File: src/rtl/ss_shift_sequencer.sv
// ss_shift_sequencer
//
// Drives an external serial-in/serial-out shift register of DEPTH stages.
// A start request latches a WIDTH-bit word, a direction bit and a fill bit.
// The word is then streamed LSB first into the register, followed by fill
// bits until every data bit has reached the far end. The bits that come out
// on sr_out are reassembled into data_out, and match reports whether the
// received word equals the word that was sent.
//
// Ports:
//   clk      - clock, rising edge
//   rst_n    - synchronous active-low reset
//   start    - transfer request, accepted only while idle
//   dir      - direction for the transfer, presented on sr_dir
//   fill     - bit value shifted in after the data bits
//   hold     - stall request while shifting
//   data_in  - word to send
//   sr_out   - serial output of the attached shift register
//   sr_in    - serial data to the shift register (registered)
//   sr_en    - shift enable to the shift register (registered)
//   sr_dir   - direction select to the shift register (registered)
//   busy     - transfer in progress
//   done     - one-cycle pulse, data_out/match updated
//   data_out - reassembled received word
//   match    - data_out equals the sent word
module ss_shift_sequencer #(
  parameter int DEPTH = 8,
  parameter int WIDTH = 8,
  parameter int CNT_W = 5
) (
  input  logic             clk,
  input  logic             rst_n,
  input  logic             start,
  input  logic             dir,
  input  logic             fill,
  input  logic             hold,
  input  logic [WIDTH-1:0] data_in,
  input  logic             sr_out,
  output logic             sr_in,
  output logic             sr_en,
  output logic             sr_dir,
  output logic             busy,
  output logic             done,
  output logic [WIDTH-1:0] data_out,
  output logic             match
);

  typedef enum logic [1:0] {IDLE, SHIFT, DONE} state_t;

  localparam logic [CNT_W-1:0] LAST = CNT_W'(WIDTH + DEPTH - 1);

  state_t           state, state_next;
  logic [CNT_W-1:0] cnt, cnt_next;
  logic [WIDTH-1:0] word, word_next;
  logic [WIDTH-1:0] rx, rx_next, rx_capt;
  logic [WIDTH-1:0] data_out_next;
  logic             fill_l, fill_next;
  logic             sr_in_next, sr_en_next, sr_dir_next, match_next;
  logic             capture;

  // Bit to present for step k: data bits LSB first, then the fill value.
  function automatic logic bit_at(input logic [WIDTH-1:0] w,
                                  input logic f,
                                  input logic [CNT_W-1:0] k);
    logic b;
    b = f;
    for (int i = 0; i < WIDTH; i++)
      if (k == CNT_W'(i)) b = w[i];
    return b;
  endfunction

  // cnt is the step currently presented on sr_in (or pending while stalled).
  // During an enabled cycle for step k, k bits have already been accepted,
  // so the register's last stage holds bit k-DEPTH of the stream.
  always_comb begin
    capture = (state == SHIFT) && sr_en && (cnt >= CNT_W'(DEPTH));
    rx_capt = rx;
    for (int i = 0; i < WIDTH; i++)
      if (capture && cnt == CNT_W'(i + DEPTH)) rx_capt[i] = sr_out;
  end

  // State and datapath registers.
  always_ff @(posedge clk) begin
    if (!rst_n) begin
      state    <= IDLE;
      cnt      <= '0;
      word     <= '0;
      fill_l   <= 1'b0;
      rx       <= '0;
      sr_in    <= 1'b0;
      sr_en    <= 1'b0;
      sr_dir   <= 1'b0;
      data_out <= '0;
      match    <= 1'b0;
    end else begin
      state    <= state_next;
      cnt      <= cnt_next;
      word     <= word_next;
      fill_l   <= fill_next;
      rx       <= rx_next;
      sr_in    <= sr_in_next;
      sr_en    <= sr_en_next;
      sr_dir   <= sr_dir_next;
      data_out <= data_out_next;
      match    <= match_next;
    end
  end

  // Next-state logic. Step 0 is presented straight from the acceptance edge,
  // so hold decides, at each edge, whether the following cycle shifts.
  always_comb begin
    state_next    = state;
    cnt_next      = cnt;
    word_next     = word;
    fill_next     = fill_l;
    rx_next       = rx_capt;
    sr_in_next    = 1'b0;
    sr_en_next    = 1'b0;
    sr_dir_next   = sr_dir;
    data_out_next = data_out;
    match_next    = match;
    case (state)
      IDLE: begin
        sr_dir_next = 1'b0;
        if (start) begin
          word_next   = data_in;
          fill_next   = fill;
          cnt_next    = '0;
          rx_next     = '0;
          sr_en_next  = 1'b1;
          sr_in_next  = data_in[0];
          sr_dir_next = dir;
          state_next  = SHIFT;
        end
      end
      SHIFT: begin
        if (sr_en && cnt == LAST) begin
          // Final bit is captured on this edge; publish the word directly.
          state_next    = DONE;
          data_out_next = rx_capt;
          match_next    = (rx_capt == word);
        end else begin
          if (sr_en) cnt_next = cnt + 1'b1;
          if (!hold) begin
            sr_en_next = 1'b1;
            sr_in_next = bit_at(word, fill_l, cnt_next);
          end
        end
      end
      DONE: begin
        state_next  = IDLE;
        sr_dir_next = 1'b0;
      end
      default: state_next = IDLE;
    endcase
  end

  // Status outputs decoded from the state.
  always_comb begin
    busy = (state != IDLE);
    done = (state == DONE);
  end

endmodule
File: config.mk
export PLATFORM = sky130hd
export DESIGN_NAME = ss_shift_sequencer
export DESIGN_NICKNAME = d
export VERILOG_FILES = /design/src/rtl/ss_shift_sequencer.sv
export SDC_FILE = /design/constraint.sdc
export NUM_CORES = 1
export LEC_CHECK = 0
export CELL_PAD_IN_SITES_DETAIL_PLACEMENT = 0
export CELL_PAD_IN_SITES_GLOBAL_PLACEMENT = 1
export CORE_MARGIN = 10
export CORE_UTILIZATION = 36
export CTS_BUF_LIST = sky130_fd_sc_hd__clkbuf_4 sky130_fd_sc_hd__clkbuf_8 sky130_fd_sc_hd__clkbuf_16
export CTS_CLUSTER_SIZE = 30
export DETAILED_ROUTE_END_ITERATION = 12
export GPL_ROUTABILITY_DRIVEN = 0
export PLACE_DENSITY_LB_ADDON = 0.2
export SYNTH_ARGS = -nofsm -noshare
export SYNTH_HDL_FRONTEND = slang
export SYNTH_SLANG_ARGS = --single-unit
File: constraint.sdc
create_clock -name clk -period 2.43 [get_ports clk]
set_clock_uncertainty 0.05 [all_clocks]
set_input_delay 0.486 -clock clk [delete_from_list [all_inputs] [get_ports clk]]
set_output_delay 0.486 -clock clk [all_outputs]
set_load 0.02 [all_outputs]
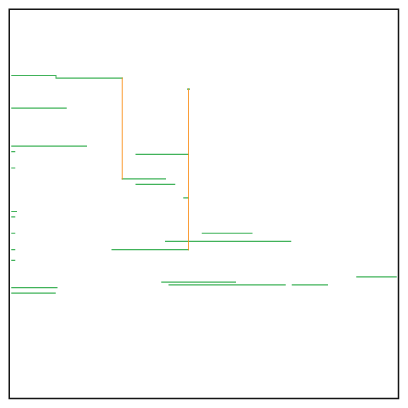
**Above:** run 1 (signal wires by layer).
Scale: 4 px per micron. Two of the layers only.
[metal 4] orange | wire length: 65.3 microns
[metal 3] green | wire length: 252 microns
total wire length: 5890 microns
routed vias: 2064

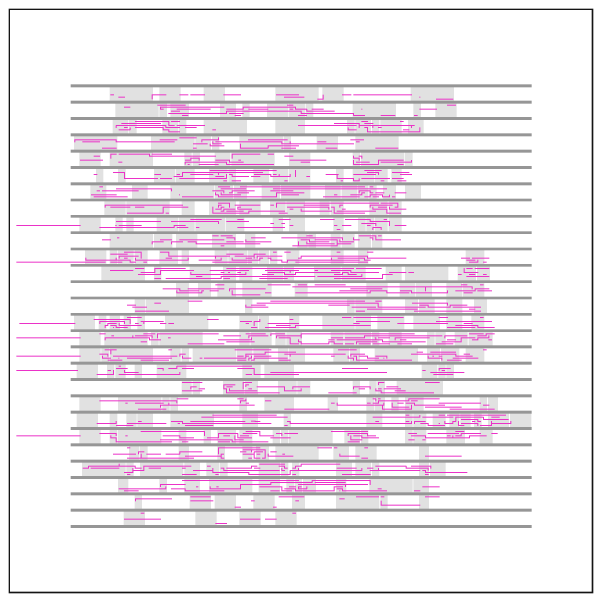
**Above:** run 1 (the metal 1 layer).
Scale: 6 px per micron. Supply wires on this layer in grey. Cells faint in the background.
longest straight run: 29.9 microns
main direction: horizontal
nets with wire on the layer: 316
share of all routed wire: 49%
wire length on this layer: 2880 microns
met1 usage: 16.4%

==> results.cfg, run 1 <==
; synthesis and place-and-route metrics
[logic_synthesis]
synthTopCellsByArea = dfxtp_1 34%, nor2_1 6.2%, nand2_1 5.8%, a21oi_1 4.7%, mux2i_1 4.2%
logic_family = simple AND/OR/NAND/NOR gates
yosys_warnings = 0
synth_area_sq_um = 2130
synth_chip_area_sq_um = 2130
postSynthSeqShare_pct = 33.8
yosysCellCount = 274
mux_area_share_pct = 4.23
ys_sh_simple_pct = 32.7
synth_xor_xnor_area_share_pct = 2.05
ys_types = 56
edf_count = 0
synthTopCellsByCount = 36 x dfxtp_1, 35 x nor2_1, 33 x nand2_1
floorplan.nets = 294
top_cell = dfxtp_1
ys_ff = 36
postSynthAreaPerCell_sq_um = 7.78
ys_sh_aoi_pct = 19.1
ff_type = dfxtp_1
top_area_cell = dfxtp_1
adder_share_pct = 2.93

[clock_network]
cts-buffers-inserted = 5
cts_root_buf = clkbuf_8
cts_max_level = 2
cts_resized = 0
cts_max_path_buffers = 2
cts_tree = built
post-cts-setup-buffers = 0
clock-sinks = 36

[grt]
grt_use_met2_pct = 19.0
antenna_found_initial = 0
grt_pass1_wl_microns = 9740
grt_overflow_total = 0
grtUsageTotal_pct = 12.2

[routing]
drc_errors = 0
dr.pass1.iters = 4
dr_wl_met3_microns = 251
top_layer = met4
wire_per_inst_microns = 15.3
wl_met2_microns = 2690
ant_nets = 0
via_per_inst = 5.35
met1Wirelength_microns = 2880
drt_iter0_markers = 74

[place]
placedCellCount = 378
place.detailed.hpwl_microns = 4590
port_buffers = 28
post-place-ws_ns = -0.0972

[finish]
buffers = 51
sh_comb_area_pct = 48.6
largest_class = multi-input combinational cells
fin_area_sq_um = 2700
drive_above_1_share_pct = 11.1
antennaDiodeCount = 0
final_layout_top_logic_cells = 35 x nor2_1, 35 x dfxtp_1, 33 x nand2_1
clkbuf_count = 7
num-nets-final = 334
inverters = 7
fillers = 593
largestRegisters = data_out (8), rx (8), word (8)
clock_area_share_pct = 3.57
layoutNonFillerInstCount = 386
comb_area_sq_um = 1310
area_growth_pct = 26.5

[final_timing]
setup_tns_ns = 0
drv_slew = 0
max_slew_margin_pct = 59.3
tightest_slew_ns = 0.607
max_freq_ghz = 0.435
period_minus_slack_ns = 2.30
holdWs_ns = 0.450
fin_ws_ns = 0.130
final_hold_viol_count = 0
post-route-period-util_pct = 94.6

[setup_path]
crit_arrival_ns = 2.48
worstPathMaxFanout = 5
cp_slowest_cell = or4_1
cp_cell_sequence = inv_1 > ha_2 > nand3_1 > or2_1 > o2bb2ai_1 > or4_1 > nor4_2 > o21a_1
endpoint = match$_SDFFE_PN0P_
cp-start-kind = flip-flop
cp.depth = 8
r2r-end = match$_SDFFE_PN0P_
max_stage_delay_ns = 0.50
critical-path-top-delay-family = simple AND/OR/NAND/NOR gates
worst-r2r-cell-count = 8
cp.required_ns = 2.61
critPathLaunch = cnt[0]$_SDFFE_PN0P_
r2r-start = cnt[0]$_SDFFE_PN0P_
critPathKind = flip-flop to flip-flop
crit_buf_inv = 1

[floorplan]
io_pins = 29
initial_core_util_pct = 37.8
row_count = 27
fp.dieH_microns = 97.0
die_w_microns = 97.0
nWellTaps = 72
coreArea_sq_um = 5640

[power]
ir_drop_mv = 0.262
p_clk_mw = 0.464
maxPowerGroup = sequential cells
intPower_mw = 0.945
p_comb_share_pct = 14.4
p_leak_nw = 1.05
power_mw = 1.27
p_per_area_nw_per_um2 = 471
pg_comb_mw = 0.183
p_clk_share_pct = 36.5
switchingPower_mw = 0.326

[flow_run]
maxCapViolCount = 0

[status]
status = finished clean

[worst_hold_path]
hold_end = data_out[4]$_SDFFE_PN0P_
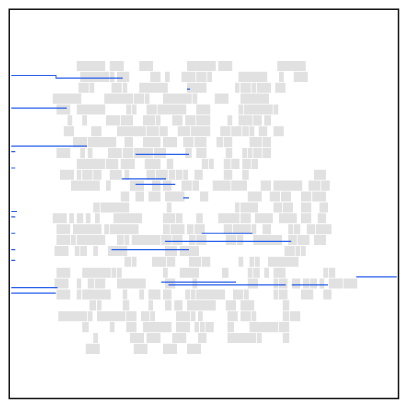
**Above:** run 1 (metal 3).
Scale: 4 px per micron. Cells faint in the background.
share of all routed wire: 4.3%
nets with wire on the layer: 20
wire length on this layer: 252 microns
main direction: horizontal
longest straight run: 31.3 microns
GR Util met3: 2.63%

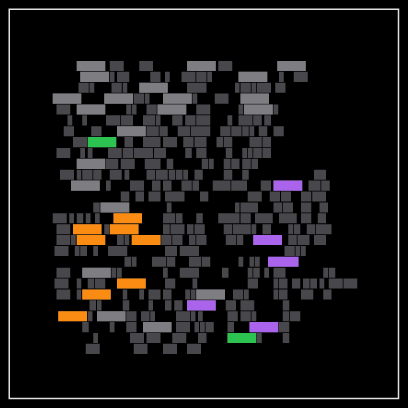
**Above:** run 1 (where the registers sit).
Scale: 4 px per micron.
[`cnt`] purple | placed flops: 5
[`word`] orange | placed flops: 8 | where: west
[`state`] green | placed flops: 2
not coloured: 21
Seq. pwr: 0.625 mW
Post-Route Utilization: 47.8%
total area of sequential cells: 722 sq um
flop share of the area: 26.8%

**Run 1: routing congestion map**

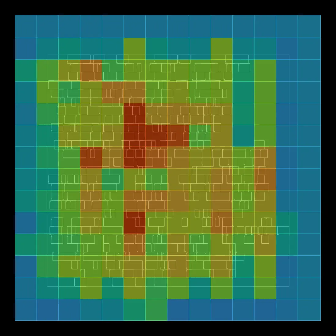

==> run 1 -> run 2 <==
- CORE_MARGIN: 10 -> 5
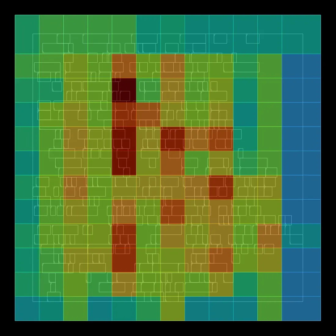
**Above:** run 2 (routing congestion map).
GRT busiest layer: met2
Post-Route Utilization: 46.8%

==> results.cfg, run 2 <==
; synthesis and place-and-route metrics
[setup_path]
cp-start-kind = flip-flop
cp_slowest_cell = dfxtp_2
critPathLaunch = cnt[0]$_SDFFE_PN0P_
cp.required_ns = 2.60
crit_arrival_ns = 2.41
critPathKind = flip-flop to flip-flop
crit_buf_inv = 0
cp.depth = 9
r2r-end = sr_in$_SDFF_PN0_
max_stage_delay_ns = 0.36
worst-r2r-cell-count = 9
worstPathMaxFanout = 5
r2r-start = cnt[0]$_SDFFE_PN0P_
cp_cell_sequence = ha_1 > and3_1 > ha_1 > nand3b_1 > a21oi_1 > o21a_1 > o31a_1 > o311a_1 > o2bb2ai_1

[finish]
largest_class = multi-input combinational cells
area_growth_pct = 28.5
largestRegisters = data_out (8), rx (8), word (8)
final_layout_top_logic_cells = 35 x nor2_1, 34 x dfxtp_1, 33 x nand2_1
buffers = 54
clkbuf_count = 5
drive_above_1_share_pct = 12.6
num-nets-final = 337
seq_share_pct = 26.4
fin_area_sq_um = 2740
inverters = 7
clock_area_share_pct = 4.06

[floorplan]
coreArea_sq_um = 5850
initial_core_util_pct = 36.4
die_w_microns = 87.0
nWellTaps = 75
fp.dieH_microns = 87.0
io_pins = 29

[routing]
top_layer = met4
dr.pass1.iters = 4
vias = 2087
finalWirelength_microns = 5870
ant_nets = 0
wl_met2_microns = 2690
wire_per_inst_microns = 14.9
drc_errors = 0
drt_iter0_markers = 90
via_per_inst = 5.31

[logic_synthesis]
floorplan.nets = 294
adder_share_pct = 2.93
synth_chip_area_sq_um = 2130
postSynthAreaPerCell_sq_um = 7.78
yosysCellCount = 274
synthTopCellsByCount = 36 x dfxtp_1, 35 x nor2_1, 33 x nand2_1
yosys_warnings = 0
ff_type = dfxtp_1
ys_sh_simple_pct = 32.7
ys_sh_aoi_pct = 19.1
postSynthSeqShare_pct = 33.8
ys_types = 56
top_area_cell = dfxtp_1
mux_area_share_pct = 4.23
synth_area_sq_um = 2130

[power]
power_mw = 1.34
maxPowerGroup = sequential cells
p_per_area_nw_per_um2 = 488
seq_cell_power_mw = 0.624
switchingPower_mw = 0.340
p_clk_mw = 0.527
p_clk_share_pct = 39.4
ir_drop_mv = 0.343
p_comb_share_pct = 13.9

[clock_network]
clock-sinks = 36
cts-buffers-inserted = 5
cts_max_path_buffers = 2
cts_resized = 0
cts_tree = built
cts_max_level = 2

[final_timing]
setup_tns_ns = 0
period_minus_slack_ns = 2.24
max_freq_ghz = 0.446
final_hold_viol_count = 0
holdWs_ns = 0.438
fin_ws_ns = 0.186
post-route-period-util_pct = 92.3

[place]
place.detailed.hpwl_microns = 4470
post-place-ws_ns = -0.129

[grt]
grt_use_met2_pct = 25.6
gr-usage-met1_pct = 23.1
antenna_found_initial = 0
met3_usage_pct = 3.12
grt_overflow_total = 0
grtUsageTotal_pct = 16.5

[status]
status = finished clean
Power is estimated from default activity; no workload was simulated.
